`src/rtl/ctrl_sequencer.sv`:
```
// ---------------------------------------------------------------------------
// ctrl_sequencer
//   Next-state sequencer for the ARMSIM control unit. It holds the current
//   control state and each clock picks the next state from one of these:
//   increment, microinstruction jump target, the instruction encoder's
//   decode state, or the fetch state. It stalls on the memory handshake
//   (mfc) and counts entries into the fetch state.
//
//   Optional feature: define ARMSIM_SEQ_WATCHDOG_EN to add an mfc watchdog.
//   A WAIT that sees no mfc for TIMEOUT+1 cycles is forced to ABORT_STATE,
//   and abort pulses for one cycle. Without the macro, WAIT holds
//   indefinitely and abort is tied low.
//
// Ports
//   clk         in   1   system clock, rising edge
//   reset_n     in   1   synchronous reset, active-low
//   encoder_in  in   SW  decode state from the instruction encoder
//   ns_ctrl     in   3   next-state select from the current microinstruction
//   cr_addr     in   SW  jump target from the current microinstruction
//   cond_sel    in   2   condition source: 00 mfc, 01 cond_pass, 10 ~halt, 11 1
//   inv         in   1   inverts the selected condition
//   mfc         in   1   memory function complete
//   cond_pass   in   1   ARM condition-code check passed for the current IR
//   halt        in   1   freeze sequencer
//   state_out   out  SW  current control state (registered)
//   wait_mem    out  1   combinational; high while WAIT is awaiting mfc
//   abort       out  1   registered one-cycle pulse on watchdog abort
//   fetch_cnt   out  16  number of entries into FETCH_STATE
//
// Handshake: mfc is a level qualifier sampled at each rising edge while
// ns_ctrl is WAIT. The sequencer leaves WAIT on the first edge where mfc=1,
// so an mfc already high on entry gives a one-cycle WAIT. No ready is
// returned; wait_mem is the stall indication.
// ---------------------------------------------------------------------------
module ctrl_sequencer #(
   parameter int            SW          = 7,
   parameter logic [SW-1:0] RESET_STATE = 7'd0,
   parameter logic [SW-1:0] FETCH_STATE = 7'd1,
   parameter logic [SW-1:0] ABORT_STATE = 7'd127,
   parameter int            TIMEOUT     = 15
) (
   input  logic          clk,
   input  logic          reset_n,
   input  logic [SW-1:0] encoder_in,
   input  logic [2:0]    ns_ctrl,
   input  logic [SW-1:0] cr_addr,
   input  logic [1:0]    cond_sel,
   input  logic          inv,
   input  logic          mfc,
   input  logic          cond_pass,
   input  logic          halt,
   output logic [SW-1:0] state_out,
   output logic          wait_mem,
   output logic          abort,
   output logic [15:0]   fetch_cnt
);

   typedef enum logic [2:0] {
      NS_INC    = 3'b000,
      NS_JUMP   = 3'b001,
      NS_DECODE = 3'b010,
      NS_CJUMP  = 3'b011,
      NS_WAIT   = 3'b100,
      NS_FETCH  = 3'b101
   } ns_op_e;

   localparam logic [3:0] TIMEOUT_V = 4'(TIMEOUT);

   ns_op_e        ns_op;
   logic [SW-1:0] state_q;
   logic [SW-1:0] state_inc;
   logic [SW-1:0] next_state;
   logic [15:0]   fetch_q;
   logic          cond_raw;
   logic          cond;
   logic          fetch_inc;

   assign ns_op     = ns_op_e'(ns_ctrl);
   assign state_inc = state_q + 1'b1;   // wraps modulo 2^SW
   assign state_out = state_q;
   assign fetch_cnt = fetch_q;
   assign wait_mem  = (ns_op == NS_WAIT) && !mfc;

   always_comb begin
      cond_raw = 1'b1;
      case (cond_sel)
         2'b00:   cond_raw = mfc;
         2'b01:   cond_raw = cond_pass;
         2'b10:   cond_raw = ~halt;
         default: cond_raw = 1'b1;
      endcase
   end

   assign cond = cond_raw ^ inv;

`ifdef ARMSIM_SEQ_WATCHDOG_EN
   logic [3:0] wd_q;
   logic [3:0] wd_next;
   logic       abort_q;
   logic       abort_next;

   assign abort = abort_q;
`else
   logic unused_wd_cfg;

   assign abort         = 1'b0;
   assign unused_wd_cfg = ^{ABORT_STATE, TIMEOUT_V};
`endif

   // Next-state selection; the watchdog override is applied last so it
   // outranks ns_ctrl.
   always_comb begin
      next_state = FETCH_STATE;
      case (ns_op)
         NS_INC:    next_state = state_inc;
         NS_JUMP:   next_state = cr_addr;
         // A failed condition skips the instruction, and an all-zero IR is
         // treated as a no-op. Both return to fetch.
         NS_DECODE: next_state = (!cond_pass || encoder_in == '0) ? FETCH_STATE
                                                                   : encoder_in;
         NS_CJUMP:  next_state = cond ? cr_addr : state_inc;
         NS_WAIT:   next_state = mfc ? state_inc : state_q;
         NS_FETCH:  next_state = FETCH_STATE;
         default:   next_state = FETCH_STATE;
      endcase

`ifdef ARMSIM_SEQ_WATCHDOG_EN
      wd_next    = '0;
      abort_next = 1'b0;
      if (ns_op == NS_WAIT && !mfc) begin
         if (wd_q == TIMEOUT_V) begin
            next_state = ABORT_STATE;
            abort_next = 1'b1;
         end else begin
            wd_next = wd_q + 4'd1;
         end
      end
`endif

      // A stay in FETCH_STATE counts only when it is an explicit jump back
      // into fetch. A WAIT that holds in fetch does not count.
      fetch_inc = ((next_state == FETCH_STATE) && (state_q != FETCH_STATE)) ||
                  ((state_q == FETCH_STATE) && (ns_op == NS_JUMP) &&
                   (cr_addr == FETCH_STATE));
   end

   always_ff @(posedge clk) begin
      if (!reset_n) begin
         state_q <= RESET_STATE;
         fetch_q <= '0;
      end else if (!halt) begin
         state_q <= next_state;
         if (fetch_inc) begin
            fetch_q <= fetch_q + 16'd1;
         end
      end
   end

`ifdef ARMSIM_SEQ_WATCHDOG_EN
   always_ff @(posedge clk) begin
      if (!reset_n) begin
         wd_q    <= '0;
         abort_q <= 1'b0;
      end else if (halt) begin
         abort_q <= 1'b0;
      end else begin
         wd_q    <= wd_next;
         abort_q <= abort_next;
      end
   end
`endif

endmodule

```
`config.mk`:
```
export PLATFORM = sky130hd
export DESIGN_NAME = ctrl_sequencer
export DESIGN_NICKNAME = d
export VERILOG_FILES = /design/src/rtl/ctrl_sequencer.sv
export SDC_FILE = /design/constraint.sdc
export NUM_CORES = 1
export LEC_CHECK = 0
export ABC_AREA = 0
export CAP_MARGIN = 25
export CELL_PAD_IN_SITES_DETAIL_PLACEMENT = 2
export CELL_PAD_IN_SITES_GLOBAL_PLACEMENT = 2
export CORE_UTILIZATION = 29
export CTS_CLUSTER_DIAMETER = 50
export DETAILED_ROUTE_END_ITERATION = 10
export GPL_TIMING_DRIVEN = 0
export PLACE_DENSITY_LB_ADDON = 0.1
export SETUP_SLACK_MARGIN = 0.15
export SLEW_MARGIN = 15
export SYNTH_ARGS = -nofsm -noshare
export SYNTH_HDL_FRONTEND = slang
export SYNTH_SLANG_ARGS = --single-unit
```
`constraint.sdc`:
```
create_clock -name clk -period 6.1 [get_ports clk]
set_input_delay 1.22 -clock clk [delete_from_list [all_inputs] [get_ports clk]]
set_output_delay 1.22 -clock clk [all_outputs]
set_load 0.05 [all_outputs]
```
**Run 1: cell classes on the final placement**

(4 px per µm) Fill, decap, tap and diode cells in grey.
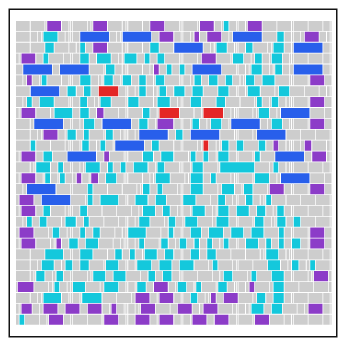
| class | colour | cells | share of their area |
|---|---|---|---|
| clock drivers and dummy loads | red | 4 | 1.9% |
| sequential cells | blue | 23 | 20% |
| remaining buffers and delay cells | purple | 62 | 23% |
| remaining logic cells | cyan | 198 | 55% |

**Run 1: cells by drive strength**

(4 px per µm)
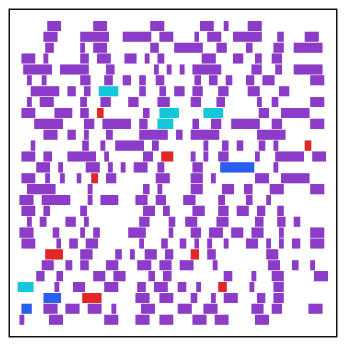
| size | colour | cells | share |
|---|---|---|---|
| x1 and smaller | purple | 271 | 94% |
| x2 | red | 8 | 2.8% |
| x3 and x4 | blue | 3 | 1.0% |
| x6 and larger | cyan | 5 | 1.7% |

==> deck_impl_summary.md, run 1 <==
Physical Implementation Snapshot

Status
  – Status: finished, final reports clean

Synth
  – Syn Nets: 265
  – Main area contributors: dfxtp_1 (25%), a21oi_1 (5.5%), o31ai_1 (4.9%), or4_1 (4.9%), nand2_1 (4.3%)
  – Synth Warn #: 0
  – Syn avg cell area: around 7.7 µm²
  – Post-Synthesis Cells: roughly 240
  – Cell Type Count: ~57
  – Post-Synth AOI/OAI Area: 25.1%
  – YS chip area: ~1800 µm²
  – Syn Std Cell Area: about 1800 µm²
  – XORs/XNORs by Area: 2.87%
  – Top cells by count, synth: dfxtp_1 (23), nand2_1 (21), a21oi_1 (20), nor2_1 (14)

Pwr
  – Power share of the clock group: a little over a quarter
  – Pwr Density: about 150 nW/µm²
  – Switching Fraction: around a third
  – VDD IR-drop max: 86.6 µV
  – Cell-internal power: between 200 and 250 µW
  – P_seq: between 150 and 200 µW

Critical path
  – Crit path max-delay family: buffers and inverters
  – Most used cell, CP: clkdlybuf4s50_1
  – Startpoint Class: input pin
  – CP Class: input pin to output pin
  – Worst path arrival time: between 3000 and 4000 ps

Hold path
  – Worst Hold Class: flip-flop to flip-flop
  – Worst Hold Endpoint: fetch_cnt[15]

Route
  – Routed len/inst: about 19 µm
  – Routed WL: just under 7 mm

Finish
  – Share of cells above drive strength 1: approximately 5.6%
  – Clock buffers: 4
  – Layout non-clock buf frac: between 20% and 30%
  – Largest class: combinational gates
  – Flop share of the area: a little under a fifth
  – Final nets: about 320
  – Synthesis-to-layout area growth: 32.7%
  – Ant. Diodes: 0

GRT
  – GR met3 Demand/Resource: between 3 and 4%
  – Met1 usage: 32.3%

Clock tree
  – Clock Path Buffers: 2
  – Num CTS Buffers: 3
  – Clk pin slew, worst setup/hold paths: approximately 80 ps
  – Cts hold-fix bufs: 0
  – Worst-skew pair later-pin latency: 270 ps

Placed design
  – Routability-driven placement congestion ratio: 0.849
  – Placed wire-length estimate: approximately 5.3 mm

STA
  – Clk_skew: around 1.8 ps
  – Setup WS post-layout: 1340 ps
  – Max Clock Freq: 210 MHz
**Run 1: logic cells by family**

(4 px per µm)
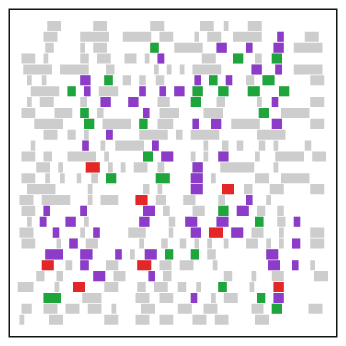
| family | colour | cells | most used |
|---|---|---|---|
| aoi and oai cells | purple | 58 | a21oi_1 |
| non-inverting ao/oa cells | red | 8 | a22o_1 |
| and/or cells | green | 27 | or4_1 |

==> run 2: changes to the inputs <==
--- a/config.mk
+++ b/config.mk
@@ -9,7 +9,7 @@
 export CAP_MARGIN = 25
 export CELL_PAD_IN_SITES_DETAIL_PLACEMENT = 2
 export CELL_PAD_IN_SITES_GLOBAL_PLACEMENT = 2
-export CORE_UTILIZATION = 29
+export CORE_UTILIZATION = 27
 export CTS_CLUSTER_DIAMETER = 50
 export DETAILED_ROUTE_END_ITERATION = 10
 export GPL_TIMING_DRIVEN = 0
==> constraint.sdc (replaced) <==
create_clock -name clk -period 4.6 [get_ports clk]
set_input_delay 0.92 -clock clk [delete_from_list [all_inputs] [get_ports clk]]
set_output_delay 0.92 -clock clk [all_outputs]
set_load 0.05 [all_outputs]
==> deck_impl_summary.md, run 2 <==
Physical Implementation Snapshot

Status
  – Status: finished, final reports clean

Pwr
  – VDD IR-drop max: 109 µV (+26%)
  – Pwr Density: 203 nW/µm² (+31%)
  – Power share of the clock group: 25.8% (-0.3 points)
  – Switching Fraction: 33.6% (-0.39 points)
  – Cell-internal power: 328 µW (+33%)
  – P_seq: 211 µW (+33%)

Synth
  – YS chip area: 1830 µm² (unchanged)
  – Syn Std Cell Area: 1830 µm² (unchanged)
  – Post-Synth AOI/OAI Area: 25.1% (unchanged)
  – Main area contributors: dfxtp_1 (25%), a21oi_1 (5.5%), o31ai_1 (4.9%), or4_1 (4.9%), nand2_1 (4.3%)
  – Top cells by count, synth: dfxtp_1 (23), nand2_1 (21), a21oi_1 (20), nor2_1 (14)
  – Synth Warn #: 0 (unchanged)
  – Syn avg cell area: 7.73 µm² (unchanged)
  – XORs/XNORs by Area: 2.87% (unchanged)
  – Cell Type Count: 57 (unchanged)
  – Syn Nets: 265 (unchanged)

Critical path
  – Most used cell, CP: clkdlybuf4s50_1
  – CP Class: input pin to output pin
  – Worst path arrival time: 3200 ps (-340 ps)
  – Crit path max-delay family: buffers and inverters

Hold path
  – Worst Hold Endpoint: fetch_cnt[15]

Finish
  – Flop share of the area: 18.9% (-0.058 points)
  – Final nets: 317 (+0.32%)
  – Layout non-clock buf frac: 22.5% (+0.14 points)
  – Synthesis-to-layout area growth: 33.1%
  – Ant. Diodes: 0 (unchanged)
  – Largest class: combinational gates

Clock tree
  – Clock Path Buffers: 2 (unchanged)
  – Clk pin slew, worst setup/hold paths: 80 ps (about the same)
  – Num CTS Buffers: 3 (unchanged)
  – Cts hold-fix bufs: 0 (unchanged)
  – Worst-skew pair later-pin latency: 270 ps (about the same)

STA
  – Setup WS post-layout: 479 ps (-858 ps)
  – Clk_skew: 6.54 ps (+4.75 ps)
  – Max Clock Freq: 243 MHz

Placed design
  – Routability-driven placement congestion ratio: 0.749 (-12%)
  – Placed wire-length estimate: 5.18 mm (-2.7%)

Route
  – Routed len/inst: 18.1 µm (-4.8%)
  – Routed WL: 6.62 mm (-4.0%)

GRT
  – GR met3 Demand/Resource: 2.85% (-0.70 points)
**Run 2: routing congestion**

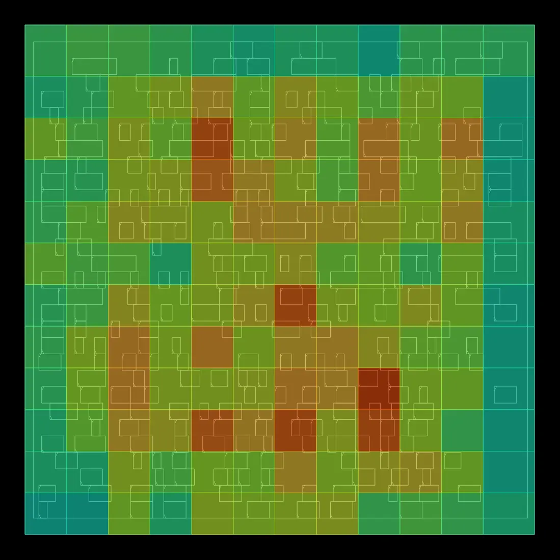
most used routing layer: met1
met2 Use GR: 28.8%
Global Route Usage Sum: 18.8%
met1 usage: 28.9%

Power is estimated from default activity; no workload was simulated.
